**src/rtl/tlcd_bus_arbiter_pkg.sv**
```systemverilog
// Shared definitions for the text LCD bus: sequencer states, command
// classification and default timing shared by all LCD bus requesters.
package tlcd_pkg;

  typedef enum logic [2:0] {
    ST_IDLE,
    ST_SETUP,
    ST_E_HIGH,
    ST_HOLD,
    ST_EXEC
  } tlcd_state_t;

  localparam int unsigned TLCD_T_SETUP_DEF     = 2;
  localparam int unsigned TLCD_T_E_HIGH_DEF    = 12;
  localparam int unsigned TLCD_T_HOLD_DEF      = 2;
  localparam int unsigned TLCD_T_EXEC_DEF      = 50;
  localparam int unsigned TLCD_T_EXEC_LONG_DEF = 2000;

  // Clear display (0x01) and return home (0x02) need the long execution wait.
  function automatic logic is_long_cmd(input logic rs, input logic [7:0] data);
    return (rs == 1'b0) && ((data == 8'h01) || (data == 8'h02));
  endfunction

  function automatic int unsigned max2(input int unsigned a, input int unsigned b);
    return (a > b) ? a : b;
  endfunction

endpackage

```
**src/rtl/tlcd_bus_arbiter_if.sv**
```systemverilog
// Request-side handshake bundle between the two LCD requesters and the arbiter.
// Index 0 is the font loader, index 1 the text controller.
interface tlcd_bus_arbiter_if;
  logic [1:0]  req_valid;
  logic [1:0]  req_rs;
  logic [15:0] req_data;
  logic [1:0]  req_lock;
  logic [1:0]  req_ready;
  logic [1:0]  req_done;

  modport master (
    output req_valid, req_rs, req_data, req_lock,
    input  req_ready, req_done
  );

  modport slave (
    input  req_valid, req_rs, req_data, req_lock,
    output req_ready, req_done
  );
endinterface

```
**src/rtl/tlcd_bus_arbiter_lcd_phase_timer.sv**
```systemverilog
// Loadable down-counter timing each LCD bus phase; zero marks the last cycle.
module lcd_phase_timer #(
  parameter int unsigned CNT_W = 8
) (
  input  logic             CLK,
  input  logic             RESETN,
  input  logic             load,
  input  logic [CNT_W-1:0] load_val,
  output logic             zero
);

  logic [CNT_W-1:0] cnt;

  // Load on phase entry, otherwise count down and rest at zero.
  always_ff @(posedge CLK or negedge RESETN) begin
    if (!RESETN) begin
      cnt <= '0;
    end else if (load) begin
      cnt <= load_val;
    end else if (cnt != '0) begin
      cnt <= cnt - 1'b1;
    end
  end

  assign zero = (cnt == '0);

endmodule

```
**src/rtl/tlcd_bus_arbiter.sv**
```systemverilog
// Command-level arbiter and E-strobe sequencer for the shared 16x2 LCD pins.
// Grants one byte write at a time, sequences setup/E-high/hold/exec, then
// pulses done to the owner.
module tlcd_bus_arbiter
  import tlcd_pkg::*;
#(
  parameter int unsigned T_SETUP_CYC     = TLCD_T_SETUP_DEF,
  parameter int unsigned T_E_HIGH_CYC    = TLCD_T_E_HIGH_DEF,
  parameter int unsigned T_HOLD_CYC      = TLCD_T_HOLD_DEF,
  parameter int unsigned T_EXEC_CYC      = TLCD_T_EXEC_DEF,
  parameter int unsigned T_EXEC_LONG_CYC = TLCD_T_EXEC_LONG_DEF
) (
  input  logic               CLK,
  input  logic               RESETN,
  tlcd_bus_arbiter_if.slave  bus,
  output logic               TLCD_E,
  output logic               TLCD_RS,
  output logic               TLCD_RW,
  output logic [7:0]         TLCD_DATA,
  output logic               busy,
  output logic               owner
);

  localparam int unsigned T_MAX = max2(max2(max2(T_SETUP_CYC, T_E_HIGH_CYC),
                                            max2(T_HOLD_CYC, T_EXEC_CYC)),
                                       T_EXEC_LONG_CYC);
  localparam int unsigned CNT_W = $clog2(T_MAX + 1);

  localparam logic [CNT_W-1:0] LD_SETUP     = CNT_W'(T_SETUP_CYC - 1);
  localparam logic [CNT_W-1:0] LD_E_HIGH    = CNT_W'(T_E_HIGH_CYC - 1);
  localparam logic [CNT_W-1:0] LD_HOLD      = CNT_W'(T_HOLD_CYC - 1);
  localparam logic [CNT_W-1:0] LD_EXEC      = CNT_W'(T_EXEC_CYC - 1);
  localparam logic [CNT_W-1:0] LD_EXEC_LONG = CNT_W'(T_EXEC_LONG_CYC - 1);

  if (T_SETUP_CYC == 0 || T_E_HIGH_CYC == 0 || T_HOLD_CYC == 0 ||
      T_EXEC_CYC == 0 || T_EXEC_LONG_CYC == 0) begin : g_param_check
    $error("tlcd_bus_arbiter: all timing parameters must be nonzero");
  end

  tlcd_state_t      state;
  logic             lock_q;
  logic             last_win;
  logic             long_q;
  logic [1:0]       done_q;

  logic [1:0]       elig;
  logic [1:0]       grant;
  logic             win;
  logic             accept;
  logic             win_rs;
  logic             win_lock;
  logic [7:0]       win_data;

  logic             tmr_load;
  logic [CNT_W-1:0] tmr_val;
  logic             tmr_zero;

  // Pick the winner: lock restricts to the owner, ties alternate.
  always_comb begin
    elig  = bus.req_valid;
    grant = 2'b00;
    win   = 1'b0;
    if (lock_q) begin
      elig = bus.req_valid & (owner ? 2'b10 : 2'b01);
    end
    case (elig)
      2'b01: begin
        win   = 1'b0;
        grant = 2'b01;
      end
      2'b10: begin
        win   = 1'b1;
        grant = 2'b10;
      end
      2'b11: begin
        win   = ~last_win;
        grant = last_win ? 2'b01 : 2'b10;
      end
      default: begin
        win   = 1'b0;
        grant = 2'b00;
      end
    endcase
  end

  assign bus.req_ready = (state == ST_IDLE) ? grant : 2'b00;
  assign accept        = |bus.req_ready;
  assign win_rs        = bus.req_rs[win];
  assign win_lock      = bus.req_lock[win];
  assign win_data      = win ? bus.req_data[15:8] : bus.req_data[7:0];
  assign bus.req_done  = done_q;
  assign TLCD_RW       = 1'b0;

  // Reload the phase timer on entry to each phase.
  always_comb begin
    tmr_load = 1'b0;
    tmr_val  = '0;
    case (state)
      ST_IDLE: begin
        tmr_load = accept;
        tmr_val  = LD_SETUP;
      end
      ST_SETUP: begin
        tmr_load = tmr_zero;
        tmr_val  = LD_E_HIGH;
      end
      ST_E_HIGH: begin
        tmr_load = tmr_zero;
        tmr_val  = LD_HOLD;
      end
      ST_HOLD: begin
        tmr_load = tmr_zero;
        tmr_val  = long_q ? LD_EXEC_LONG : LD_EXEC;
      end
      default: begin
        tmr_load = 1'b0;
        tmr_val  = '0;
      end
    endcase
  end

  lcd_phase_timer #(.CNT_W(CNT_W)) u_timer (
    .CLK      (CLK),
    .RESETN   (RESETN),
    .load     (tmr_load),
    .load_val (tmr_val),
    .zero     (tmr_zero)
  );

  // Bus sequencer; the RS/DATA pin registers double as the command capture.
  always_ff @(posedge CLK or negedge RESETN) begin
    if (!RESETN) begin
      state     <= ST_IDLE;
      lock_q    <= 1'b0;
      last_win  <= 1'b1;
      long_q    <= 1'b0;
      owner     <= 1'b0;
      busy      <= 1'b0;
      done_q    <= 2'b00;
      TLCD_E    <= 1'b0;
      TLCD_RS   <= 1'b0;
      TLCD_DATA <= '0;
    end else begin
      done_q <= 2'b00;
      case (state)
        ST_IDLE: begin
          if (accept) begin
            state     <= ST_SETUP;
            owner     <= win;
            last_win  <= win;
            lock_q    <= win_lock;
            long_q    <= is_long_cmd(win_rs, win_data);
            TLCD_RS   <= win_rs;
            TLCD_DATA <= win_data;
            busy      <= 1'b1;
          end
        end
        ST_SETUP: begin
          if (tmr_zero) begin
            state  <= ST_E_HIGH;
            TLCD_E <= 1'b1;
          end
        end
        ST_E_HIGH: begin
          if (tmr_zero) begin
            state  <= ST_HOLD;
            TLCD_E <= 1'b0;
          end
        end
        ST_HOLD: begin
          if (tmr_zero) begin
            state     <= ST_EXEC;
            TLCD_RS   <= 1'b0;
            TLCD_DATA <= '0;
          end
        end
        ST_EXEC: begin
          if (tmr_zero) begin
            state  <= ST_IDLE;
            busy   <= 1'b0;
            done_q <= owner ? 2'b10 : 2'b01;
          end
        end
        default: begin
          state <= ST_IDLE;
        end
      endcase
    end
  end

endmodule

```
**src/flat_wrapper.sv**
```systemverilog
// flat-port wrapper written by rule: the top's interface ports become plain ports
module tlcd_bus_arbiter_flat import tlcd_pkg::*;
#(
  parameter int unsigned T_SETUP_CYC     = TLCD_T_SETUP_DEF,
  parameter int unsigned T_E_HIGH_CYC    = TLCD_T_E_HIGH_DEF,
  parameter int unsigned T_HOLD_CYC      = TLCD_T_HOLD_DEF,
  parameter int unsigned T_EXEC_CYC      = TLCD_T_EXEC_DEF,
  parameter int unsigned T_EXEC_LONG_CYC = TLCD_T_EXEC_LONG_DEF
)
  (CLK, RESETN, TLCD_E, TLCD_RS, TLCD_RW, TLCD_DATA, busy, owner, bus_req_valid, bus_req_rs, bus_req_data, bus_req_lock, bus_req_ready, bus_req_done);
  tlcd_bus_arbiter_if bus_i ();
  input  logic CLK;
  input  logic RESETN;
  output logic TLCD_E;
  output logic TLCD_RS;
  output logic TLCD_RW;
  output logic [7:0] TLCD_DATA;
  output logic busy;
  output logic owner;
  input wire logic [$bits(bus_i.req_valid)-1:0] bus_req_valid;
  input wire logic [$bits(bus_i.req_rs)-1:0] bus_req_rs;
  input wire logic [$bits(bus_i.req_data)-1:0] bus_req_data;
  input wire logic [$bits(bus_i.req_lock)-1:0] bus_req_lock;
  output wire logic [$bits(bus_i.req_ready)-1:0] bus_req_ready;
  output wire logic [$bits(bus_i.req_done)-1:0] bus_req_done;
  assign bus_i.req_valid = bus_req_valid;
  assign bus_i.req_rs = bus_req_rs;
  assign bus_i.req_data = bus_req_data;
  assign bus_i.req_lock = bus_req_lock;
  assign bus_req_ready = bus_i.req_ready;
  assign bus_req_done = bus_i.req_done;
  tlcd_bus_arbiter #(.T_SETUP_CYC(T_SETUP_CYC), .T_E_HIGH_CYC(T_E_HIGH_CYC), .T_HOLD_CYC(T_HOLD_CYC), .T_EXEC_CYC(T_EXEC_CYC), .T_EXEC_LONG_CYC(T_EXEC_LONG_CYC)) u_core (.CLK(CLK), .RESETN(RESETN), .bus(bus_i), .TLCD_E(TLCD_E), .TLCD_RS(TLCD_RS), .TLCD_RW(TLCD_RW), .TLCD_DATA(TLCD_DATA), .busy(busy), .owner(owner));
endmodule
```
**config.mk**
```make
export PLATFORM = sky130hd
export DESIGN_NAME = tlcd_bus_arbiter_flat
export DESIGN_NICKNAME = d
export VERILOG_FILES = /design/src/rtl/tlcd_bus_arbiter_pkg.sv /design/src/rtl/tlcd_bus_arbiter_if.sv /design/src/rtl/tlcd_bus_arbiter_lcd_phase_timer.sv /design/src/rtl/tlcd_bus_arbiter.sv /design/src/flat_wrapper.sv
export SDC_FILE = /design/constraint.sdc
export NUM_CORES = 1
export LEC_CHECK = 0
export ABC_AREA = 0
export CORE_UTILIZATION = 30
export CTS_CLUSTER_DIAMETER = 120
export DETAILED_ROUTE_END_ITERATION = 8
export GPL_TIMING_DRIVEN = 0
export PLACE_DENSITY = 0.5
export RECOVER_POWER = 100
export SYNTH_ARGS = -nofsm -noshare
export SYNTH_HDL_FRONTEND = slang
export SYNTH_SLANG_ARGS = --single-unit
```
**constraint.sdc**
```tcl
create_clock -name CLK -period 2.3 [get_ports CLK]
set_input_delay 0.23 -clock CLK [delete_from_list [all_inputs] [get_ports CLK]]
set_output_delay 0.23 -clock CLK [all_outputs]
set_load 0.005 [all_outputs]
```
==> impl_metrics.toml <==
# generated from flow reports
[synthesis]
synth-edff-count = 0
synth_sequential_area_ratio_pct = 45.07
mappedNetlistArea_um2 = 1724
mean_area_per_synthesized_cell_um2 = 9.741

[job]
number_of_max_cap_violations = 1

[floorplanning]
die_area_um2 = 6054

[final_layout]
combAreaFraction_pct = 39.65
mostFrequentLayoutCells = "30 x dfrtp_1, 23 x clkdlybuf4s50_1, 16 x nor3_1"
buf_share_pct = 18.58
final_non_filler_cells = 296
final.clkbuf_count = 8
inverters_excl_clock = 4

[drt]
firstDrtPassIters = 4
post-route-drc-count = 0

[critical_path]
cp_top_family = "simple AND/OR/NAND/NOR gates"
crit_path_end = "bus_req_ready[0]"
cp_num_cells = 4

[placement]
dp_hpwl_um = 2963
placement.setup.worst_slack_ns = -0.1224

[status]
run_status = "complete, but fails checks"
violations = "capacitance limit, slew limit"

[timing]
final_max_tran_viols = 32

[clock_tree]
cts.root.buffer_cell = "clkbuf_8"
cts_resized = 4
## registers in the layout, indices dropped and copies added, names as in the netlist
name	cells
u_core.TLCD_DATA	8
u_core.u_timer.cnt	11
u_core.busy	1
u_core.lock_q	1
u_core.owner	1
u_core.long_q	1
u_core.state	3
u_core.TLCD_E	1
u_core.bus.req_done	2
u_core.last_win	1
u_core.TLCD_RS	1
## layer usage
metal | wire length [um] | GRT usage (%) | vias up
met5 | 0 | 0 | -
met4 | 28 | 4.528 | 0
met3 | 215 | 5.529 | 4
met2 | 1736 | 21.95 | 39
met1 | 2014 | 19.28 | 682
li1 | - | - | 730
## worst min path at each step
stage,to,slack [ns]
after global routing,u_core.TLCD_DATA[7]$_DFFE_PN0P_,0.50
after floorplan,u_core.TLCD_DATA[0]$_DFFE_PN0P_,-0.07
after detailed placement,u_core.u_timer.cnt[0]$_DFFE_PN0P_,0.33
final,u_core.TLCD_E$_DFFE_PN0P_,0.38
after global placement,u_core.TLCD_DATA[7]$_DFFE_PN0P_,0.46
after CTS,u_core.u_timer.cnt[0]$_DFFE_PN0P_,0.02
## power breakdown
group	switching [uW]	total (uW)	internal, uW
registers	201	967	767
clock network	197	412	215
logic	404	904	500
total	801	2280	1480
## logic make-up after synthesis
logic type	after synthesis	share of synthesized area (%)
and+or+nand+nor	69	21.12
AOI/OAI and AO/OA	43	18.65
DFF	31	45.07
buffers and inverters	12	3.192
muxes	11	6.459
xor gates and xnor gates	9	4.572
adders and majority gates	1	0.7256
other	1	0.2175
## worst register-to-register path, stage by stage (launching register included)
cell and delay [ns]:
dfrtp_1 0.47, nor2_1 0.26, nand2_1 0.14, or3_1 0.37, clkbuf_1 0.17, mux2_2 0.37
a21o_1 0.21
Routing congestion:
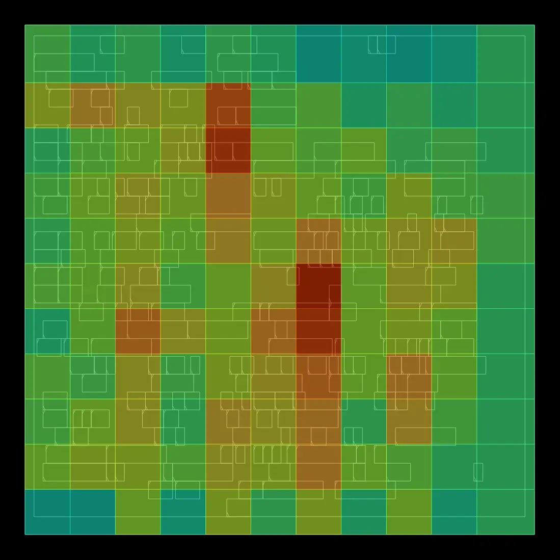
GR peak layer: met2
Total Routing Usage GR: 14.62%
final design utilization: 41.83%
routed wire length per instance: 13.50 um
met2 Track Usage GR: 21.95%

Floorplan with the power grid:
Pins as bars on the die edge. Tap cells in gray.
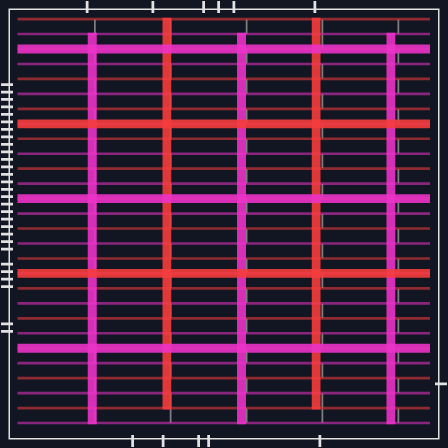
Red is VDD. Magenta is VSS.
5 straps on met4. 28 met1 rails follow the rows.
die height: 77.81 um
placeable core area: 5507 um^2
die width: 77.81 um
Peak supply drop: 0.0004366 V

Where the registers sit:
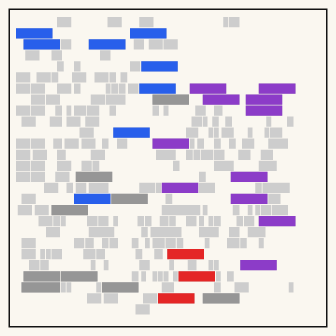
Red is `u_core.state`, flops 3. Blue is `u_core.TLCD_DATA`, flops 8. Purple is `u_core.u_timer.cnt`, flops 11.

Power figures rest on the tool's default switching activity, not on a simulated workload.
